`src/rtl/centroid_window_ctrl.sv`:
```
// Window controller for the ORB centroid stage: each accepted corner opens a
// WIN_LEN-cycle accumulate window, tracked in one of SLOTS tagged slots.
module centroid_window_ctrl #(
    parameter int unsigned WIN_LEN = 42,
    parameter int unsigned SLOTS   = 4,
    parameter int unsigned TAG_W   = 8,
    parameter int unsigned MODE    = 0
) (
    input  logic                       clk,
    input  logic                       rst,
    input  logic                       ena,
    input  logic                       corner_in,
    output logic                       enable_out,
    output logic                       win_start,
    output logic [TAG_W-1:0]           start_tag,
    output logic                       win_done,
    output logic [TAG_W-1:0]           done_tag,
    output logic [$clog2(SLOTS+1)-1:0] active_cnt,
    output logic                       drop_pulse,
    output logic [15:0]                drop_cnt
);

    localparam int unsigned NS    = (MODE != 0) ? 1 : SLOTS;
    localparam int unsigned CNT_W = $clog2(WIN_LEN);
    localparam int unsigned AW    = $clog2(SLOTS + 1);
    localparam logic [CNT_W-1:0] LAST = CNT_W'(WIN_LEN - 1);

    logic [CNT_W-1:0] cnt     [NS];
    logic [CNT_W-1:0] cnt_nxt [NS];
    logic [TAG_W-1:0] tag     [NS];
    logic [TAG_W-1:0] tag_nxt [NS];
    logic [TAG_W-1:0] seq;
    logic [AW-1:0]    occ_nxt;
    logic             accept;

    always_comb begin
        logic          corner;
        logic          found;
        logic          busy;
        logic          done_raw;
        logic          last_i;
        int unsigned   sel;

        corner     = ena & corner_in & ~rst;
        found      = 1'b0;
        busy       = 1'b0;
        done_raw   = 1'b0;
        sel        = 0;
        done_tag   = '0;
        start_tag  = seq;
        occ_nxt    = '0;

        // A slot in its last cycle is already free for the incoming corner.
        for (int unsigned i = 0; i < NS; i++) begin
            last_i = ena && (cnt[i] == LAST);
            busy   = busy | (cnt[i] != '0);
            if ((cnt[i] == '0 || last_i) && !found) begin
                found = 1'b1;
                sel   = i;
            end
            if (last_i) begin
                done_raw = 1'b1;
                done_tag = tag[i];
            end
            tag_nxt[i] = tag[i];
            if (!ena || cnt[i] == '0)
                cnt_nxt[i] = cnt[i];
            else if (last_i)
                cnt_nxt[i] = '0;
            else
                cnt_nxt[i] = cnt[i] + CNT_W'(1);
        end

        // Retrigger: slot 0 is always taken over by a new corner.
        if (MODE != 0) begin
            found = 1'b1;
            sel   = 0;
        end

        accept     = corner & found;
        drop_pulse = corner & ~found;

        for (int unsigned i = 0; i < NS; i++) begin
            if (accept && i == sel) begin
                cnt_nxt[i] = CNT_W'(1);
                tag_nxt[i] = seq;
            end
            if (cnt_nxt[i] != '0)
                occ_nxt = occ_nxt + AW'(1);
        end

        win_start  = accept;
        win_done   = ~rst & done_raw & ~((MODE != 0) & accept);
        enable_out = ~rst & (accept | busy);
    end

    always_ff @(posedge clk) begin
        if (rst) begin
            for (int unsigned i = 0; i < NS; i++) begin
                cnt[i] <= '0;
                tag[i] <= '0;
            end
            seq        <= '0;
            drop_cnt   <= '0;
            active_cnt <= '0;
        end else begin
            cnt        <= cnt_nxt;
            tag        <= tag_nxt;
            active_cnt <= occ_nxt;
            if (accept)
                seq <= seq + TAG_W'(1);
            if (drop_pulse && drop_cnt != '1)
                drop_cnt <= drop_cnt + 16'd1;
        end
    end

endmodule

```
`config.mk`:
```
export PLATFORM = sky130hd
export DESIGN_NAME = centroid_window_ctrl
export DESIGN_NICKNAME = d
export VERILOG_FILES = /design/src/rtl/centroid_window_ctrl.sv
export SDC_FILE = /design/constraint.sdc
export NUM_CORES = 1
export LEC_CHECK = 0
export ABC_CLOCK_PERIOD_IN_PS = 3600
export CAP_MARGIN = 0
export CORE_ASPECT_RATIO = 1.25
export CORE_MARGIN = 10
export CORE_UTILIZATION = 51
export CTS_CLUSTER_DIAMETER = 80
export DETAILED_ROUTE_END_ITERATION = 10
export DONT_BUFFER_PORTS = 1
export PLACE_DENSITY_LB_ADDON = 0.3
export SETUP_SLACK_MARGIN = 0.15
export SLEW_MARGIN = 5
export SYNTH_ARGS = -nofsm -noshare
export SYNTH_HDL_FRONTEND = slang
export SYNTH_SLANG_ARGS = --single-unit
```
`constraint.sdc`:
```
create_clock -name clk -period 3.6 [get_ports clk]
set_input_delay 0.36 -clock clk [delete_from_list [all_inputs] [get_ports clk]]
set_output_delay 0.36 -clock clk [all_outputs]
set_load 0.02 [all_outputs]
```
Fig. 1: congestion heat map
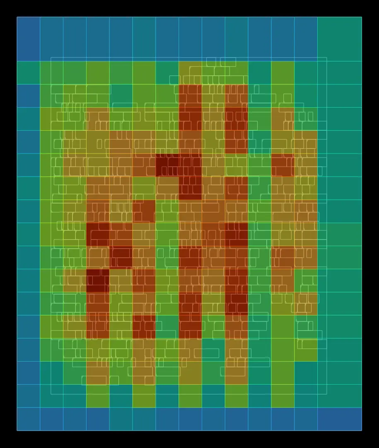
DR WL/cell: 16.3 microns
GR Util met2: 0.289
M1 GR Usage: 0.182
Core Util, Final: 0.567
met3 usage: 0.0416

Fig. 2: clock distribution
Drawn at 3 px/micron.
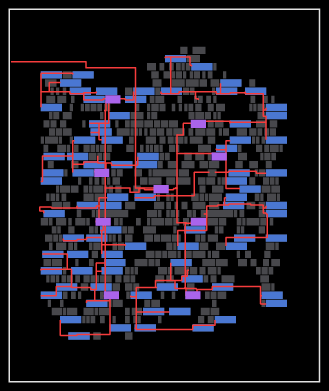
Key: clock-net drivers = purple [count 9]; clock wires = red [length 1010 microns]; flip-flops = blue [count 83]
There are 10 routed clock nets.

Fig. 3: signal wires on met4
Drawn at 3 px/micron. Supply wires on this layer in grey.
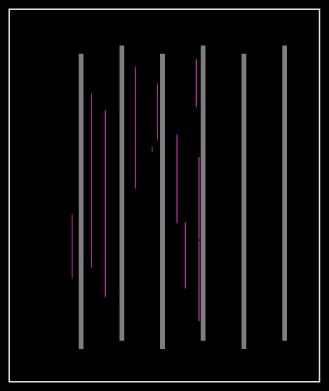
The layer carries 321 microns of wire. 9 nets have wire on it. The layer holds 3.2% of the routed length. The wires run mostly vertical.

==> impl_metrics.json <==
{
  "top_usage_layer": "met2",
  "synth_cell_type_count": 54,
  "areaGrowthSynthToFinish_pct": 7.28,
  "yosys_area_sq_um": 4380,
  "n_all_buffers": 15,
  "synth_top_cell_by_area": "dfxtp_1",
  "io_pins": 43,
  "routed.top_layer": "met4",
  "drive_gt1_frac": 0.0930,
  "worst_ep_arrival_time_ns": 3.40,
  "fin_crit_sh": 0.876,
  "syn_inst": 529,
  "ant_nets": 0,
  "insertion_delay_ns": 0.36,
  "ys_top_logic_family": "simple AND/OR/NAND/NOR gates",
  "post_cts_buffers": 0,
  "finalHoldViolCount": 0,
  "die_area_sq_um": 12700,
  "place_ws_ns": 0.477,
  "grt_max_degree": 84,
  "required_ns": 3.85,
  "fin_crit_ns": 3.16,
  "fin_skew_ns": 0.0128,
  "synth.avg_cell_area_sq_um": 8.28,
  "slew-limit-headroom": 0.554,
  "cts_tree": "built",
  "n_clock_buffer": 10,
  "fillCellCount": 731,
  "syn_nets": 550,
  "final_max_slew_viol_count": 0,
  "drt-initial-drc-count": 232,
  "met2WireLength_mm": 4.99,
  "tightest_slew_ns": 0.663,
  "simple_gate_area_frac": 0.278,
  "setup_viol": 0,
  "buf_share": 0.0240,
  "dpl-instance-area_sq_um": 4490,
  "status": "finished, final reports clean",
  "final_common_cell": "dfxtp_1",
  "edf_count": 0
}
Fig. 4: local utilization
Drawn at 3 px/micron. 10 x 12 tiles, from dark blue (low) to red (high), 0 to 100% covered.
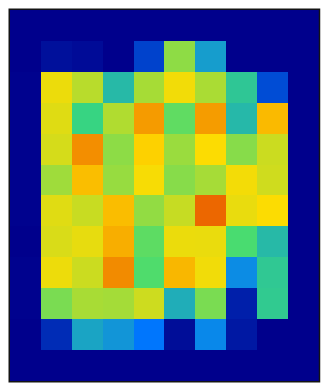
The emptiest ninth of the die: south-east. The fullest tile reaches 88%. The mean over all tiles is 36%.
FP Core Util: 0.529
core area: 8290 sq um

Fig. 5: I/O nets highlighted
Drawn at 2 px/micron.
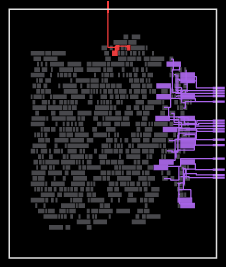
Key: corner_in = red [bits 1, direction input, edge north, end cells 3, buffers 0, wire 34.0 microns]; drop_cnt = purple [bits 16, direction output, edge east, end cells 16, buffers 0, wire 616 microns]

==> power breakdown <==
group / internal, mW / total, mW / switching [mW]
logic: 0.0358 / 0.0815 / 0.0457
clock network: 0.386 / 0.713 / 0.327
registers: 0.925 / 0.939 / 0.0143
total: 1.35 / 1.73 / 0.387
==> state kept, by name (all words and copies together) (netlist names) <==
signal      cells
active_cnt      3
start_tag       8
tag            32
cnt            24
drop_cnt       16
==> cell usage after synthesis (2+ instances only) <==
library cell and count:
dfxtp_1 83, nor2_1 72, nand2_1 51, o21ai_0 30, xor2_1 24, a21oi_1 23
clkbuf_1 23, mux2i_1 21, nand2b_1 18, ha_1 17, nand3_1 17, nand4_1 16
and3_1 13, nor4_1 11, xnor2_1 11, inv_1 10, nor3_1 10, a22oi_1 9
buf_2 7, o31ai_1 5, or3_1 5, and4_1 4, a211oi_1 3, a31oi_1 3
and2_1 3, a21bo_2 2, a21o_1 2, buf_6 2, mux2_2 2, nand3b_1 2
nor2b_1 2, nor3_2 2, nor3b_1 2, o21bai_1 2, o31a_1 2, or4_1 2
==> path summary, 6_finish.rpt <==
check,cells past startpoint,slack [ns],to,startpoint
max,13,0.44,active_cnt[1],cnt[18]
min reg2reg,2,0.48,tag[29],tag[29]
min,1,0.09,cnt[19],rst
max reg2reg,13,0.44,active_cnt[1],cnt[18]
==> worst max-delay path, cell delays in order, from the launching register on <==
cell,delay [ns]
dfxtp_1,0.42
ha_1,0.18
nand4_1,0.09
or3_1,0.40
nand3b_2,0.25
nor2_1,0.13
o22ai_1,0.18
a22o_1,0.16
and4_1,0.18
ha_1,0.24
xnor2_1,0.25
ha_1,0.27
o21bai_1,0.13
o21ba_2,0.17
Power and IR drop assume default switching activity.
